Fig. 1: run 1, routing congestion map
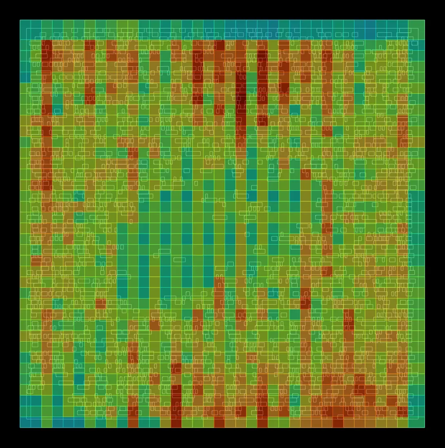
Fig. 2: run 1, routed clock nets over the placement
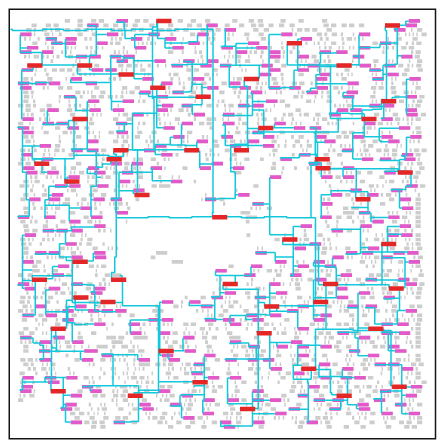
Fig. 3: run 1, power grid
Pins as bars on the die edge. Tap cells in gray.
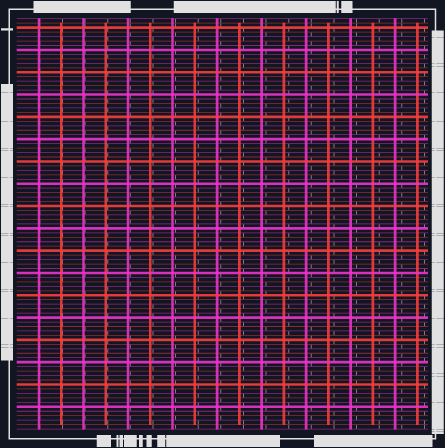
**config.mk**
```make
export PLATFORM = sky130hd
export DESIGN_NAME = mem_arbiter
export DESIGN_NICKNAME = d
export VERILOG_FILES = /design/src/rtl/mem_arb_pkg.sv /design/src/rtl/rr_arb2.sv /design/src/rtl/mem_arbiter.sv
export SDC_FILE = /design/constraint.sdc
export NUM_CORES = 1
export LEC_CHECK = 0
export ABC_AREA = 1
export CELL_PAD_IN_SITES_DETAIL_PLACEMENT = 1
export CELL_PAD_IN_SITES_GLOBAL_PLACEMENT = 1
export CORE_AREA = 4 4 255 257
export DETAILED_ROUTE_END_ITERATION = 16
export DIE_AREA = 0 0 259 261
export PLACE_DENSITY_LB_ADDON = 0.1
export SYNTH_ARGS = -nofsm -noshare
export SYNTH_HDL_FRONTEND = slang
export SYNTH_HIERARCHICAL = 1
export SYNTH_SLANG_ARGS = --single-unit
```
**constraint.sdc**
```tcl
create_clock -name CLK -period 3.5 [get_ports CLK]
set_clock_uncertainty 0.1 [all_clocks]
set_input_delay 0.35 -clock CLK [delete_from_list [all_inputs] [get_ports CLK]]
set_output_delay 0.35 -clock CLK [all_outputs]
set_load 0.02 [all_outputs]
```
**src/rtl/mem_arb_pkg.sv**
```systemverilog
// Shared encodings for the instruction/data cache memory arbiter.
package mem_arb_pkg;

  // State encoding
  localparam logic [1:0] IDLE    = 2'd0;
  localparam logic [1:0] GRANT_I = 2'd1;
  localparam logic [1:0] GRANT_D = 2'd2;
  localparam logic [1:0] RELEASE = 2'd3;

  // Owner / last-grant codes
  localparam logic OWN_I = 1'b0;
  localparam logic OWN_D = 1'b1;

  typedef enum logic [1:0] {
    StIdle    = IDLE,
    StGrantI  = GRANT_I,
    StGrantD  = GRANT_D,
    StRelease = RELEASE
  } state_e;

endpackage

```
**src/rtl/rr_arb2.sv**
```systemverilog
// Two-way round-robin picker: a lone requester wins, a tie goes to the side not granted last.
module rr_arb2 (
  input  logic req_i,
  input  logic req_d,
  input  logic last_grant,
  output logic gnt_i,
  output logic gnt_d
);
  import mem_arb_pkg::*;

  // Pick at most one grantee from the current requests
  always_comb begin
    gnt_i = 1'b0;
    gnt_d = 1'b0;
    if (req_i && req_d) begin
      gnt_d = (last_grant == OWN_I);
      gnt_i = (last_grant == OWN_D);
    end else begin
      gnt_i = req_i;
      gnt_d = req_d;
    end
  end

endmodule

```
**src/rtl/mem_arbiter.sv**
```systemverilog
// Arbitrates the single main-memory block port between the I-cache and the D-cache.
// Memory strobes, address and write data are registered copies of the granted request;
// returned blocks land in per-cache READDATA registers.
module mem_arbiter #(
  parameter int unsigned ADDR_W = 6,
  parameter int unsigned DATA_W = 128
) (
  input  logic              CLK,
  input  logic              RESET,
  input  logic              I_READ,
  input  logic [ADDR_W-1:0] I_ADDRESS,
  output logic [DATA_W-1:0] I_READDATA,
  output logic              I_BUSYWAIT,
  input  logic              D_READ,
  input  logic              D_WRITE,
  input  logic [ADDR_W-1:0] D_ADDRESS,
  input  logic [DATA_W-1:0] D_WRITEDATA,
  output logic [DATA_W-1:0] D_READDATA,
  output logic              D_BUSYWAIT,
  output logic              M_READ,
  output logic              M_WRITE,
  output logic [ADDR_W-1:0] M_ADDRESS,
  output logic [DATA_W-1:0] M_WRITEDATA,
  input  logic [DATA_W-1:0] M_READDATA,
  input  logic              M_BUSYWAIT
);
  import mem_arb_pkg::*;

  state_e state_q;
  logic   owner_q;
  logic   last_grant_q;
  // High during the first grant cycle, when M_BUSYWAIT does not yet reflect our strobe
  logic   first_q;

  logic req_i;
  logic req_d;
  logic gnt_i;
  logic gnt_d;
  logic done;

  assign req_i = I_READ;
  assign req_d = D_READ | D_WRITE;
  assign done  = ~first_q & ~M_BUSYWAIT;

  rr_arb2 u_rr_arb2 (
    .req_i      (req_i),
    .req_d      (req_d),
    .last_grant (last_grant_q),
    .gnt_i      (gnt_i),
    .gnt_d      (gnt_d)
  );

  // Stall each cache while it requests, except in the RELEASE cycle of its own transaction
  always_comb begin
    I_BUSYWAIT = 1'b0;
    D_BUSYWAIT = 1'b0;
    if (!RESET) begin
      I_BUSYWAIT = req_i & ~((state_q == StRelease) && (owner_q == OWN_I));
      D_BUSYWAIT = req_d & ~((state_q == StRelease) && (owner_q == OWN_D));
    end
  end

  // Arbitration FSM with registered memory strobes and readdata capture
  always_ff @(posedge CLK) begin
    if (RESET) begin
      state_q      <= StIdle;
      owner_q      <= OWN_I;
      last_grant_q <= OWN_I;
      first_q      <= 1'b0;
      M_READ       <= 1'b0;
      M_WRITE      <= 1'b0;
      M_ADDRESS    <= '0;
      M_WRITEDATA  <= '0;
      I_READDATA   <= '0;
      D_READDATA   <= '0;
    end else begin
      unique case (state_q)
        StIdle: begin
          if (gnt_d) begin
            state_q      <= StGrantD;
            owner_q      <= OWN_D;
            last_grant_q <= OWN_D;
            first_q      <= 1'b1;
            M_ADDRESS    <= D_ADDRESS;
            M_WRITEDATA  <= D_WRITEDATA;
            // Read and write together is treated as a write
            M_WRITE      <= D_WRITE;
            M_READ       <= ~D_WRITE;
          end else if (gnt_i) begin
            state_q      <= StGrantI;
            owner_q      <= OWN_I;
            last_grant_q <= OWN_I;
            first_q      <= 1'b1;
            M_ADDRESS    <= I_ADDRESS;
            M_WRITE      <= 1'b0;
            M_READ       <= 1'b1;
          end
        end
        StGrantI, StGrantD: begin
          first_q <= 1'b0;
          // Requests dropped mid-grant do not abort; the access always runs to completion
          if (done) begin
            M_READ  <= 1'b0;
            M_WRITE <= 1'b0;
            state_q <= StRelease;
            if (M_READ) begin
              if (state_q == StGrantD) begin
                D_READDATA <= M_READDATA;
              end else begin
                I_READDATA <= M_READDATA;
              end
            end
          end
        end
        StRelease: begin
          state_q <= StIdle;
        end
      endcase
    end
  end

endmodule

```
==> summary.txt, run 1 <==
Numbers from the implementation run.

In the setup report, the worst path falls into the class reg2out. The placement stage leaves a total instance area of 21600 sq um. The largest registers in the layout are D_READDATA x128, I_READDATA x128, M_WRITEDATA x128. The half-perimeter wire length after placement is 51800 microns. The startpoint of the worst register-to-register path is state_q[1].

The share of power burned in combinational logic is 37.3%. After detailed routing, no signal wire sits above met5. The core area is 62700 sq um.

The wire length recorded after detailed routing is 73300 microns. Once iteration 0 of detailed routing completed, the report listed 672 DRC markers. Counting distinct cell types in the post-synthesis netlist gives 23. The commonest cells after synthesis are 516 x sky130_fd_sc_hd__nor2_1, 396 x sky130_fd_sc_hd__dfxtp_1, 228 x sky130_fd_sc_hd__o21ai_0. The completed layout was analyzed and its total power is 16.9 mW. The report puts the hold buffer count at CTS at 0. The leakage component of the power is 8.19 nW. Sequential elements use 55.4% of the synthesized area. Counting only logic cells after layout, the most numerous master is sky130_fd_sc_hd__clkdlybuf4s50_1. The nature of the critical path startpoint is a flop. The final report lists the setup-violating endpoint count as 0. The synthesis stats list as the most numerous cell sky130_fd_sc_hd__nor2_1. The group drawing the most power is combinational logic. The pin count of the biggest net entering global routing is 132. Looking at the clock tree report, the H-tree level count equals 2. The commonest register cell is sky130_fd_sc_hd__dfxtp_1. Setup repair after global routing left no endpoint under its margin. The sum of negative setup slack is 0 ns. Before CTS, the worst setup slack after placement is 0.898 ns. The post-route minimum period is 2.70 ns.

The wire length on met3 is 6860 microns. The startpoint identified for the worst hold timing path is RESET. After floorplanning, the die was sized to cover 67600 sq um. Ranking logic cells in the layout by count gives the top entries 666 x sky130_fd_sc_hd__clkdlybuf4s50_1, 516 x sky130_fd_sc_hd__nor2_1, 395 x sky130_fd_sc_hd__dfxtp_1. The cell total in the yosys stat output is 1792. The run finished with clean final reports. Global routing used 20.7% of the available tracks across all layers. Logic depth along the worst register-to-register path is recorded as 9.

The required time at the worst endpoint is listed as 3.05 ns. The post-cts sizing count is 0. The switching power total is 6.30 mW. CTS saw 396 sinks.
Notes on Fig. 1 above:
global-route track usage on met2: 36.1%
met3 usage in global routing: 8.59%
global routing met1 resource utilization: 23.1%
Most Used Layer, Global Route: met2
drt wl/cell: 22.5 microns

Notes on Fig. 2 above:
[magenta] flip-flops | count: 396
[red] clock drivers | count: 49
[cyan] clock wires | length: 6430 microns
flops lie: widely spread
clock latency at the later pin of the worst-skew pair: 0.56 ns
clock power share: 28.2%
clock-net power: 4.77 mW

Notes on Fig. 3 above:
[magenta] VSS
[red] VDD
rows: 92
met5 straps: 18
met1 rails: 93
met4 straps: 18
signal pins: 668
x dimension of the die: 259 microns
Worst VDD drop: 420 uV

run 1: cell families (layout without fill, tap and decap cells):
| family | Yosys count | after routing | synth area share (%) |
|---|---|---|---|
| and+or+nand+nor | 822 | 822 | 24.0 |
| DFF | 396 | 396 | 55.4 |
| other | 0 | 9 | 0 |
| adders and majority gates | 4 | 4 | 0.350 |
| AOI/OAI and AO/OA | 401 | 401 | 14.3 |
| buffers and inverters | 169 | 777 | 5.96 |
run 1: cell type report:
type,count,area [sq um]
Sequential cell,396,7930
Antenna cell,9,22.5
Tap cell,846,1060
Inverter,11,51.3
Multi-Input combinational cell,1227,5570
Fill cell,7337,39700
Clock buffer,70,1430
Timing Repair Buffer,691,6980
Clock inverter,5,38.8
==> run 1 -> run 2 <==
--- a/config.mk
+++ b/config.mk
@@ -8,9 +8,9 @@
 export ABC_AREA = 1
 export CELL_PAD_IN_SITES_DETAIL_PLACEMENT = 1
 export CELL_PAD_IN_SITES_GLOBAL_PLACEMENT = 1
-export CORE_AREA = 4 4 255 257
+export CORE_AREA = 4 4 256 258
 export DETAILED_ROUTE_END_ITERATION = 16
-export DIE_AREA = 0 0 259 261
+export DIE_AREA = 0 0 260 262
 export PLACE_DENSITY_LB_ADDON = 0.1
 export SYNTH_ARGS = -nofsm -noshare
 export SYNTH_HDL_FRONTEND = slang
==> constraint.sdc (replaced) <==
create_clock -name CLK -period 2.6 [get_ports CLK]
set_clock_uncertainty 0.1 [all_clocks]
set_input_delay 0.26 -clock CLK [delete_from_list [all_inputs] [get_ports CLK]]
set_output_delay 0.26 -clock CLK [all_outputs]
set_load 0.02 [all_outputs]
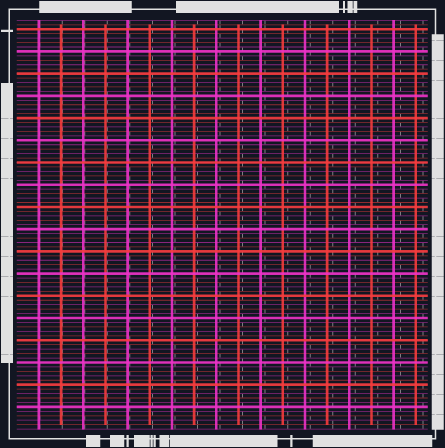
Fig. 4. Power grid (run 2).
Pins as bars on the die edge. Tap cells in gray.
[magenta] VSS
[red] VDD
met1 rails: 93
met5 straps: 18
core area: 63000 sq um
x dimension of the die: 260 microns
Worst VDD drop: 571 uV
Vert. Die Dim: 262 microns

==> run 2 against run 1 <==
Count of clock-buffer cells in the layout increased by 12; sequential power increased by 35%; clock power increased by 41%; largest cell class unchanged.
==> summary.txt, run 2 <==
Numbers from the implementation run.

The post-cts sizing count is 0 (unchanged). For reference, the top logic cell family by area is simple AND/OR/NAND/NOR gates. The main flop type is sky130_fd_sc_hd__dfxtp_1. The register fraction of the total cell area is 34.0% (-0.33 points). The sum of negative setup slack is 0 ns (unchanged). The flow ran to the end, and the final reports show no timing, DRC or antenna violations. The clock network power is 6.74 mW (+41%).

The total area of multi-input combinational cells is 5570 sq um (unchanged). The post-synthesis xor/xnor area fraction is 0% (unchanged). The sequential share of the synthesized area was 55.4% (unchanged). The fraction of area in multi-input gates is 23.9% (-0.23 points). Per the cell usage report, the commonest logic cells after layout are 666 x sky130_fd_sc_hd__clkdlybuf4s50_1, 516 x sky130_fd_sc_hd__nor2_1, 395 x sky130_fd_sc_hd__dfxtp_1. STA classifies the critical path startpoint as a flop. The count of fill cells added during filler insertion is 7322 (-0.20%). The most common library cell in the layout ignoring fill and taps is sky130_fd_sc_hd__clkdlybuf4s50_1. The portion of the layout cell area used by non-clock buffers is 30.4% (+0.15 points). The H-tree level count was 2 (unchanged). The switching power total is 8.56 mW (+36%). The area taken by flip-flops and latches was 7930 sq um (unchanged).

The aggregate routed wire length is 73800 microns (+0.60%). The wire length per cell after detailed routing is 22.5 microns (about the same). The total clock sinks is 396 (unchanged).

The number of multi-input logic gates came to 1227 (unchanged). The count of endpoints failing setup in the final report is 0 (unchanged). The count of non-CTS buffers in the layout is 693 (+0.29%).

The number of distinct library cell variants in the gate-level netlist after synthesis is 23 (unchanged). The half-perimeter wire length after placement came to 52000 microns (+0.52%). The post-synthesis share of cell area spent on and, or, nand and nor gates was 24.0% (unchanged).

The startpoint of the lowest-slack hold path is RESET. The flop count is 396 (unchanged). The post-route minimum period is 2.42 ns. The share of power burned in combinational logic is 36.9% (-0.4 points). The proportion of synthesized area in mux cells is 0% (unchanged).

The required time of the critical path was 2.24 ns (-0.81 ns). The clock buffer count in the final layout was 82 (+17%). The pin count of the biggest net entering global routing was 167 (+27%).

The number of ordinary inverters in the final layout is 11 (unchanged). The cell total in the yosys stat output is 1792 (unchanged). The depth of the most critical reg-to-reg path is 8 (-1). For this run the top cell type by instance count after synthesis was sky130_fd_sc_hd__nor2_1. The total inserted antenna cells was 13 (+4).
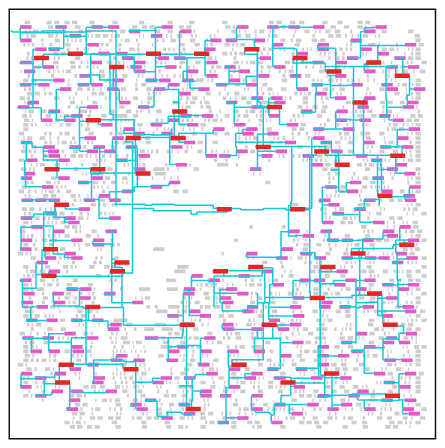
Fig. 5. Routed clock nets over the placement (run 2).
[cyan] clock wires | length: 6560 microns
[red] clock drivers | count: 50
[magenta] flip-flops | count: 396
flops lie: widely spread
routed clock nets: 51
clock power share: 29.1%
clock latency at the later pin of the worst-skew pair: 0.57 ns

==> run 2: cell counts after synthesis <==
Identical to the previous run, type by type.
==> run 2: layer usage <==
metal	up-vias	wire [microns]	global-route usage (%)
met5	-	122	0
met3	105	7340	9.23
li1	7165	-	-
met1	7212	28300	22.5
met4	20	2130	7.35
met2	469	35900	35.0
==> run 2: per-stage QoR <==
stage | instance area, sq um | setup WS (ns) | total power, mW
2_1_floorplan | 14300 | 0.898 | 12.3
3_3_place_gp | 21700 | 0.203 | 16.5
3_5_place_dp | 21700 | 0.105 | 16.7
4_1_cts | 23300 | 0.120 | 23.6
5_1_grt | 23300 | 0.0869 | 24.5
6_report | 23300 | 0.177 | 23.2
Power is estimated from default activity; no workload was simulated.
